### Wires at chosen ports, followed through buffers, run 1

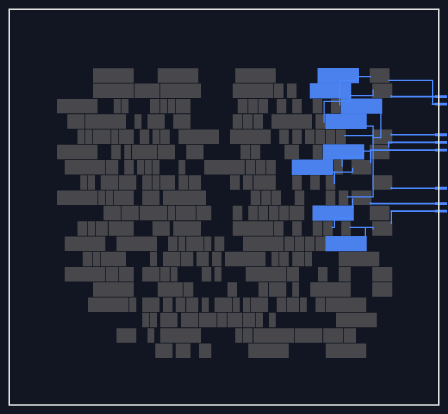
### Met3 routing, run 1

Bar = 20 um.
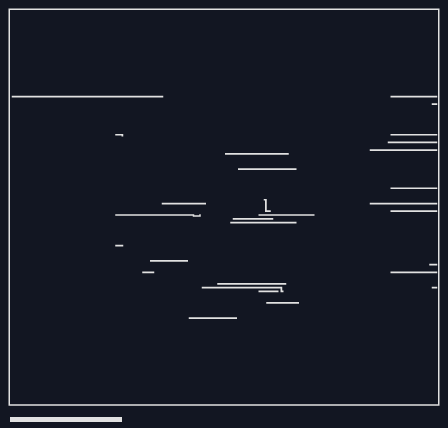
### Placement by cell class, run 1

Fill, decap, tap and diode cells in grey.
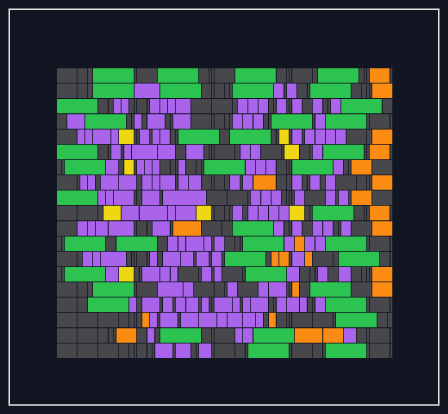
### Metal 2, run 1

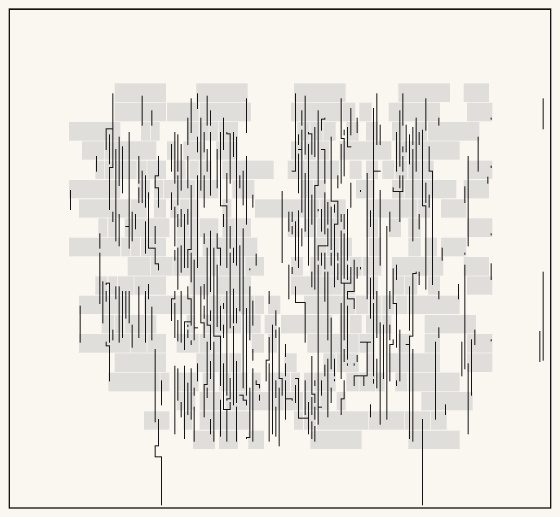
### config.mk
export PLATFORM = sky130hd
export DESIGN_NAME = uart_rx
export DESIGN_NICKNAME = d
export VERILOG_FILES = /design/src/rtl/uart_rx.sv
export SDC_FILE = /design/constraint.sdc
export NUM_CORES = 1
export LEC_CHECK = 0
export CORE_ASPECT_RATIO = 0.9
export CORE_MARGIN = 8
export CORE_UTILIZATION = 55
export CTS_BUF_LIST = sky130_fd_sc_hd__clkbuf_4 sky130_fd_sc_hd__clkbuf_8
export CTS_CLUSTER_DIAMETER = 150
export DETAILED_ROUTE_END_ITERATION = 10
export GPL_ROUTABILITY_DRIVEN = 0
export GPL_TIMING_DRIVEN = 0
export PLACE_DENSITY_LB_ADDON = 0.08
export SLEW_MARGIN = 20
export SYNTH_ARGS = -nofsm -noshare
export SYNTH_HDL_FRONTEND = slang
export SYNTH_SLANG_ARGS = --single-unit
export TNS_END_PERCENT = 30
### constraint.sdc
create_clock -name i_clock -period 2.23 [get_ports i_clock]
set_input_delay 0.446 -clock i_clock [delete_from_list [all_inputs] [get_ports i_clock]]
set_output_delay 0.446 -clock i_clock [all_outputs]
set_load 0.05 [all_outputs]
### src/rtl/uart_rx.sv
// Oversampling 8N1 UART receiver: two-flop synchronizer, tick divider and a
// START/DATA/STOP FSM with registered, single-cycle done / framing-error pulses.
module uart_rx #(
  parameter int CLK_HZ     = 100_000_000,
  parameter int BAUD       = 9600,
  parameter int OVERSAMPLE = 16,
  parameter int DATA_BITS  = 8
) (
  input  logic                 i_clock,
  input  logic                 i_reset,
  input  logic                 i_rx,
  output logic [DATA_BITS-1:0] o_data,
  output logic                 o_rx_done,
  output logic                 o_framing_error,
  output logic                 o_busy
);

  localparam int DIV = CLK_HZ / (BAUD * OVERSAMPLE);
  localparam int DW  = $clog2(DIV);
  localparam int TW  = $clog2(OVERSAMPLE);
  localparam int BW  = (DATA_BITS > 1) ? $clog2(DATA_BITS) : 1;

  localparam logic [DW-1:0] DIV_LAST = DW'(DIV - 1);
  localparam logic [TW-1:0] T_MID    = TW'(OVERSAMPLE / 2 - 1);
  localparam logic [TW-1:0] T_LAST   = TW'(OVERSAMPLE - 1);
  localparam logic [BW-1:0] B_LAST   = BW'(DATA_BITS - 1);

  typedef enum logic [1:0] {
    S_IDLE  = 2'd0,
    S_START = 2'd1,
    S_DATA  = 2'd2,
    S_STOP  = 2'd3
  } state_t;

  logic                 sync1_q, rx_s_q;
  logic [DW-1:0]        div_q, div_d;
  state_t               state_q, state_d;
  logic [TW-1:0]        tcnt_q, tcnt_d;
  logic [BW-1:0]        bcnt_q, bcnt_d;
  logic [DATA_BITS-1:0] shift_q, shift_d;
  logic [DATA_BITS-1:0] data_q, data_d;
  logic                 done_q, done_d;
  logic                 ferr_q, ferr_d;
  logic                 busy_q, busy_d;
  logic                 tick;

  // Next-state logic for the divider, the receive FSM and the output pulses.
  always_comb begin
    tick     = (div_q == DIV_LAST);
    div_d    = tick ? '0 : div_q + DW'(1);
    state_d  = state_q;
    tcnt_d   = tcnt_q;
    bcnt_d   = bcnt_q;
    shift_d  = shift_q;
    data_d   = data_q;
    done_d   = 1'b0;
    ferr_d   = 1'b0;

    case (state_q)
      S_IDLE: begin
        if (!rx_s_q) begin
          state_d = S_START;
          tcnt_d  = '0;
        end else begin
          state_d = S_IDLE;
        end
      end
      S_START: begin
        // Confirm the start bit at its mid-point so short glitches fall back to IDLE.
        if (tick) begin
          if (tcnt_q == T_MID) begin
            tcnt_d = '0;
            if (!rx_s_q) begin
              state_d = S_DATA;
              bcnt_d  = '0;
            end else begin
              state_d = S_IDLE;
            end
          end else begin
            tcnt_d = tcnt_q + TW'(1);
          end
        end else begin
          tcnt_d = tcnt_q;
        end
      end
      S_DATA: begin
        if (tick) begin
          if (tcnt_q == T_LAST) begin
            tcnt_d  = '0;
            shift_d = {rx_s_q, shift_q[DATA_BITS-1:1]};
            if (bcnt_q == B_LAST) begin
              state_d = S_STOP;
            end else begin
              bcnt_d = bcnt_q + BW'(1);
            end
          end else begin
            tcnt_d = tcnt_q + TW'(1);
          end
        end else begin
          tcnt_d = tcnt_q;
        end
      end
      S_STOP: begin
        if (tick) begin
          if (tcnt_q == T_LAST) begin
            tcnt_d  = '0;
            state_d = S_IDLE;
            if (rx_s_q) begin
              data_d = shift_q;
              done_d = 1'b1;
            end else begin
              ferr_d = 1'b1;
            end
          end else begin
            tcnt_d = tcnt_q + TW'(1);
          end
        end else begin
          tcnt_d = tcnt_q;
        end
      end
      default: begin
        state_d = S_IDLE;
        tcnt_d  = '0;
      end
    endcase

    busy_d = (state_d != S_IDLE);
  end

  // State registers with synchronous active-low reset; sync flops reset to line idle.
  always_ff @(posedge i_clock) begin
    if (!i_reset) begin
      sync1_q <= 1'b1;
      rx_s_q  <= 1'b1;
      div_q   <= '0;
      state_q <= S_IDLE;
      tcnt_q  <= '0;
      bcnt_q  <= '0;
      shift_q <= '0;
      data_q  <= '0;
      done_q  <= 1'b0;
      ferr_q  <= 1'b0;
      busy_q  <= 1'b0;
    end else begin
      sync1_q <= i_rx;
      rx_s_q  <= sync1_q;
      div_q   <= div_d;
      state_q <= state_d;
      tcnt_q  <= tcnt_d;
      bcnt_q  <= bcnt_d;
      shift_q <= shift_d;
      data_q  <= data_d;
      done_q  <= done_d;
      ferr_q  <= ferr_d;
      busy_q  <= busy_d;
    end
  end

  assign o_data          = data_q;
  assign o_rx_done       = done_q;
  assign o_framing_error = ferr_q;
  assign o_busy          = busy_q;

endmodule

==> flow_metrics.py, run 1 <==
# Auto-generated metrics
metrics = {
    "run_status": {
        "outcome": "completed",
    },
    "floorplan": {
        "ios": 14,
        "rows": 19,
        "initCoreUtil": 0.580,
        "die_w_um": 76.2,
        "well_tap_count": 42,
        "core_mm2": 0.00309,
    },
    "synthesis": {
        "top_area_frac": 0.447,
        "syn_area_mm2": 0.00179,
        "synthTopCellsByArea": "dfxtp_1 45%, nand3_1 7.3%, o21ai_0 5.9%",
        "synthCells": 207,
        "async_flop_share": 0,
        "edf_count": 0,
        "synthFlopType": "dfxtp_1",
        "logic_family": "simple AND/OR/NAND/NOR gates",
        "ys_cells": 207,
        "ys_seq_frac": 0.447,
        "synth-simple-area-share": 0.258,
        "ys_sh_xor": 0.0489,
        "synth.distinct_cells": 38,
        "ys_top_cells_by_count": "40 x dfxtp_1, 26 x nand3_1, 21 x o21ai_0, 19 x a21oi_1, 17 x nand2_1",
        "yosysTopAreaCell": "dfxtp_1",
        "ys.flops": 40,
        "avgSynthCellArea_um2": 8.66,
        "fp_nets": 215,
    },
    "final_layout": {
        "largest_reg_flops": 10,
        "seq_cell_count": 40,
        "fin_util": 0.657,
        "lay_top_cells": "40 x dfxtp_1, 26 x nand3_1, 21 x o21ai_0, 19 x a21oi_1, 17 x nand2_1",
        "layout_top_cell": "dfxtp_1",
        "regMostFlops": "div_q",
        "layout.nonclk_buf_frac": 0.0974,
        "fin_cells": 270,
        "diodes": 0,
        "seq_share": 0.394,
        "n_all_inverters": 3,
        "comb_share": 0.449,
        "clkCellAreaFrac": 0.0277,
        "area_growth_pct": 13.3,
        "stdcell_area_mm2": 0.00203,
        "logic_area_um2": 912,
        "num-nets-final": 235,
    },
    "min_path": {
        "min_to": "rx_s_q$_SDFF_PN1_",
        "hold_start": "sync1_q$_SDFF_PN1_",
        "hold_path_class": "reg -> reg",
        "hold_depth": 1,
    },
    "pwr": {
        "pwr-share-clk": 0.314,
        "clk-power_mw": 0.356,
        "seq-power_mw": 0.730,
        "leakage_nw": 0.692,
        "power_frac_comb": 0.043,
        "p_total_mw": 1.14,
        "ir_drop_mv": 0.410,
        "pwr-share-seq": 0.643,
        "p_sw_mw": 0.274,
        "p_comb_mw": 0.0491,
        "swShare": 0.241,
        "power_leader": "sequential cells",
        "intPower_mw": 0.861,
    },
    "routing": {
        "wl_met3_um": 231,
        "wl_met1_um": 1670,
        "via_per_inst": 5.81,
        "first_pass_iters": 4,
        "drc_errors": 0,
        "wl_met2_um": 1780,
        "ant_nets": 0,
        "drt-initial-drc-count": 108,
        "wl_per_cell_um": 13.8,
        "top_layer_used": "met4",
    },
    "setup_path": {
        "cp_top_family": "simple AND/OR/NAND/NOR gates",
        "slowest_stage": "or4b_4",
        "cp-start-kind": "flip-flop",
        "cp-endpoint": "tcnt_q[3]$_SDFFE_PN0P_",
        "required_ps": 2470,
        "ff2ff_path_depth": 4,
        "reg2reg_to": "tcnt_q[3]$_SDFFE_PN0P_",
        "crit_buf_inv": 0,
        "reg2reg_from": "div_q[4]$_SDFF_PP0_",
        "setup.worst_path.start": "div_q[4]$_SDFF_PP0_",
        "crit_arrival_ps": 2220,
        "crit_fanout": 8,
        "criticalPathCategory": "reg -> reg",
        "endpoint_kind": "flip-flop",
        "max_stage_delay_ps": 570,
        "path_cells": "or4b_4, nor3_2, nand2_1, o32ai_1",
    },
    "clock_network": {
        "clkSlewWorstSetupHoldPaths_ps": 120,
        "cts_setup_buffers": 0,
        "insertion_delay_ps": 340,
        "cts_resized": 0,
        "numCtsBuffers": 5,
        "cts_tree": "built",
    },
    "placement": {
        "hpwl_um": 2830,
        "placed_area_mm2": 0.00197,
        "post-place-cells": 262,
        "port_buffers": 13,
    },
    "global_routing": {
        "grt_max_degree": 14,
        "gr-total-overflow": 0,
        "grt_use_met1": 0.165,
        "grt_pass1_wl_um": 6500,
        "grt_use_met3": 0.0486,
    },
    "sta": {
        "relSlewSlack": 0.631,
        "grt_setup_unrepaired": "no",
        "fin_crit_sh": 0.889,
        "hold_viol": 0,
        "fmax_mhz": 505,
        "skew_ps": 10.9,
        "setup_viol": 0,
        "finalWorstSetupSlack_ps": 248,
        "final.min_clock_period_ps": 1980,
    },
    "job": {
        "drv_cap": 0,
        "warnings": 27,
    },
}
## Picture notes: 'Wires at chosen ports, followed through buffers'
- o_data: blue (bits 8; direction output; edge right; end cells 8; buffers 8; wire 166 um)

## Picture notes: 'Met3 routing'
- longest straight run: 26.7 um
- share of all routed wire: 6.2%
- main direction: horizontal

## Picture notes: 'Placement by cell class'
- other buffers and delay cells: orange (cells 23; share of their area 10%)
- flip-flops: green (cells 40; share of their area 40%)
- all other logic: purple (cells 157; share of their area 47%)
- clock drivers and dummy loads: yellow (cells 8; share of their area 2.8%)

## Picture notes: 'Metal 2'
- wire length on this layer: 1780 um
- share of all routed wire: 48%
- nets with wire on the layer: 196

==> run 2, diff against run 1 <==
Settings changed: SLEW_MARGIN 20 to 25.
### Placement by cell class, run 2

Fill, decap, tap and diode cells in grey.
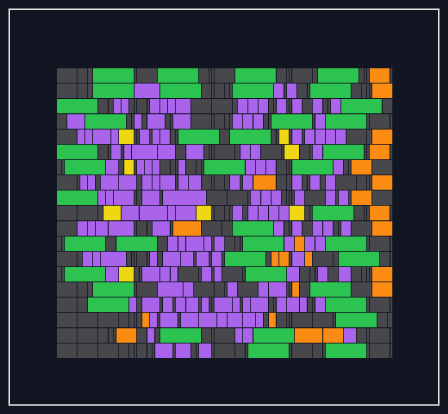
- clock drivers and dummy loads: yellow (cells 8; share of their area 2.8%)
- all other logic: purple (cells 157; share of their area 47%)
- flip-flops: green (cells 40; share of their area 40%)
- other buffers and delay cells: orange (cells 23; share of their area 10%)

### Metal 2, run 2

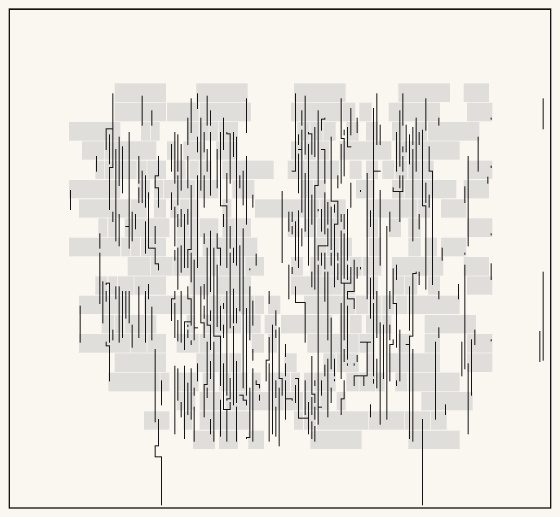
via count: 1570
met2 GRT Util: 0.231
Total Wirelength: 3720 um

### Met3 routing, run 2

Bar = 20 um.
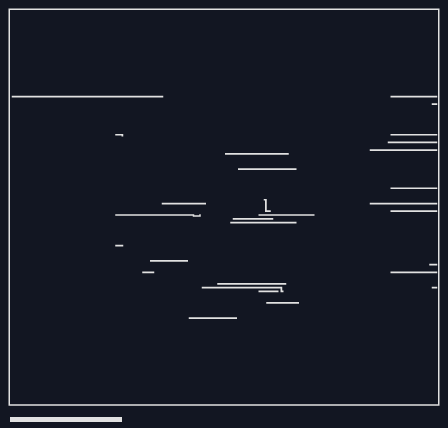
- share of all routed wire: 6.2%
- longest straight run: 26.7 um
- main direction: horizontal
- nets with wire on the layer: 25

==> run 2 against run 1 <==
Non-clock buffer count unchanged. Clock power about the same. First-iteration DRC count stayed put. Clock skew unchanged. Register-to-register slack about the same. Global-route usage did not move. Fmax did not move. Setup slack did not move. Flip-flop count stayed put. Clock-buffer cell count is the same. Largest power group unchanged. Highest routed layer unchanged.
==> flow_metrics.py, run 2 <==
# Auto-generated metrics
metrics = {
    "run_status": {
        "outcome": "completed",
    },
    "sta": {
        "skew_ps": 10.9,
        "finalWorstSetupSlack_ps": 248,
        "fin_crit_sh": 0.889,
        "fmax_mhz": 505,
        "hold_viol": 0,
        "setup_viol": 0,
        "final.min_clock_period_ps": 1980,
        "grt_setup_unrepaired": "no",
        "relSlewSlack": 0.631,
        "worst_slew_pin_slew_ps": 550,
    },
    "job": {
        "drv_cap": 0,
        "warnings": 27,
    },
    "synthesis": {
        "avgSynthCellArea_um2": 8.66,
        "yosysTopAreaCell": "dfxtp_1",
        "ys_sh_xor": 0.0489,
        "top_area_frac": 0.447,
        "syn_area_mm2": 0.00179,
        "synthTopCellsByArea": "dfxtp_1 45%, nand3_1 7.3%, o21ai_0 5.9%",
        "ys_cells": 207,
        "synthFlopType": "dfxtp_1",
        "async_flop_share": 0,
        "synthCells": 207,
        "edf_count": 0,
        "logic_family": "simple AND/OR/NAND/NOR gates",
        "ys_seq_frac": 0.447,
        "fp_nets": 215,
        "synth.distinct_cells": 38,
    },
    "setup_path": {
        "path_cells": "or4b_4, nor3_2, nand2_1, o32ai_1",
        "crit_fanout": 8,
        "setup.worst_path.start": "div_q[4]$_SDFF_PP0_",
        "cp-start-kind": "flip-flop",
        "required_ps": 2470,
        "slowest_stage": "or4b_4",
        "ff2ff_path_depth": 4,
        "crit_arrival_ps": 2220,
        "criticalPathCategory": "reg -> reg",
        "crit_buf_inv": 0,
        "reg2reg_from": "div_q[4]$_SDFF_PP0_",
        "cp-endpoint": "tcnt_q[3]$_SDFFE_PN0P_",
        "reg2reg_to": "tcnt_q[3]$_SDFFE_PN0P_",
    },
    "final_layout": {
        "layout.nonclk_buf_frac": 0.0974,
        "lay_top_cells": "40 x dfxtp_1, 26 x nand3_1, 21 x o21ai_0, 19 x a21oi_1, 17 x nand2_1",
        "fin_util": 0.657,
        "seq_share": 0.394,
        "n_all_inverters": 3,
        "stdcell_area_mm2": 0.00203,
        "num-nets-final": 235,
        "area_growth_pct": 13.3,
        "clkCellAreaFrac": 0.0277,
        "layout_top_cell": "dfxtp_1",
        "regMostFlops": "div_q",
        "fin_cells": 270,
        "seq_cell_count": 40,
        "diodes": 0,
    },
    "pwr": {
        "pwr-share-clk": 0.314,
        "swShare": 0.241,
        "seq-power_mw": 0.730,
        "power_leader": "sequential cells",
        "clk-power_mw": 0.356,
        "pwr-share-seq": 0.643,
        "intPower_mw": 0.861,
        "p_sw_mw": 0.274,
        "p_total_mw": 1.14,
    },
    "floorplan": {
        "die_w_um": 76.2,
        "initCoreUtil": 0.580,
        "well_tap_count": 42,
        "rows": 19,
    },
    "global_routing": {
        "grt_pass1_wl_um": 6500,
        "grt.busiest_layer": "met2",
        "grt_use_met1": 0.165,
        "grt_max_degree": 14,
        "gr-total-overflow": 0,
    },
    "routing": {
        "first_pass_iters": 4,
        "wl_met1_um": 1670,
        "wl_per_cell_um": 13.8,
        "wl_met3_um": 231,
        "drt-initial-drc-count": 108,
        "top_layer_used": "met4",
        "wl_met2_um": 1780,
        "via_per_inst": 5.81,
        "ant_nets": 0,
    },
    "placement": {
        "post-place-cells": 262,
        "placed_area_mm2": 0.00197,
        "place_ws_ps": 196,
        "port_buffers": 13,
        "hpwl_um": 2830,
    },
    "min_path": {
        "min_to": "rx_s_q$_SDFF_PN1_",
        "hold_path_class": "reg -> reg",
        "hold_depth": 1,
    },
    "clock_network": {
        "numCtsBuffers": 5,
        "insertion_delay_ps": 340,
        "cts_tree": "built",
    },
}
Power figures rest on the tool's default switching activity, not on a simulated workload.
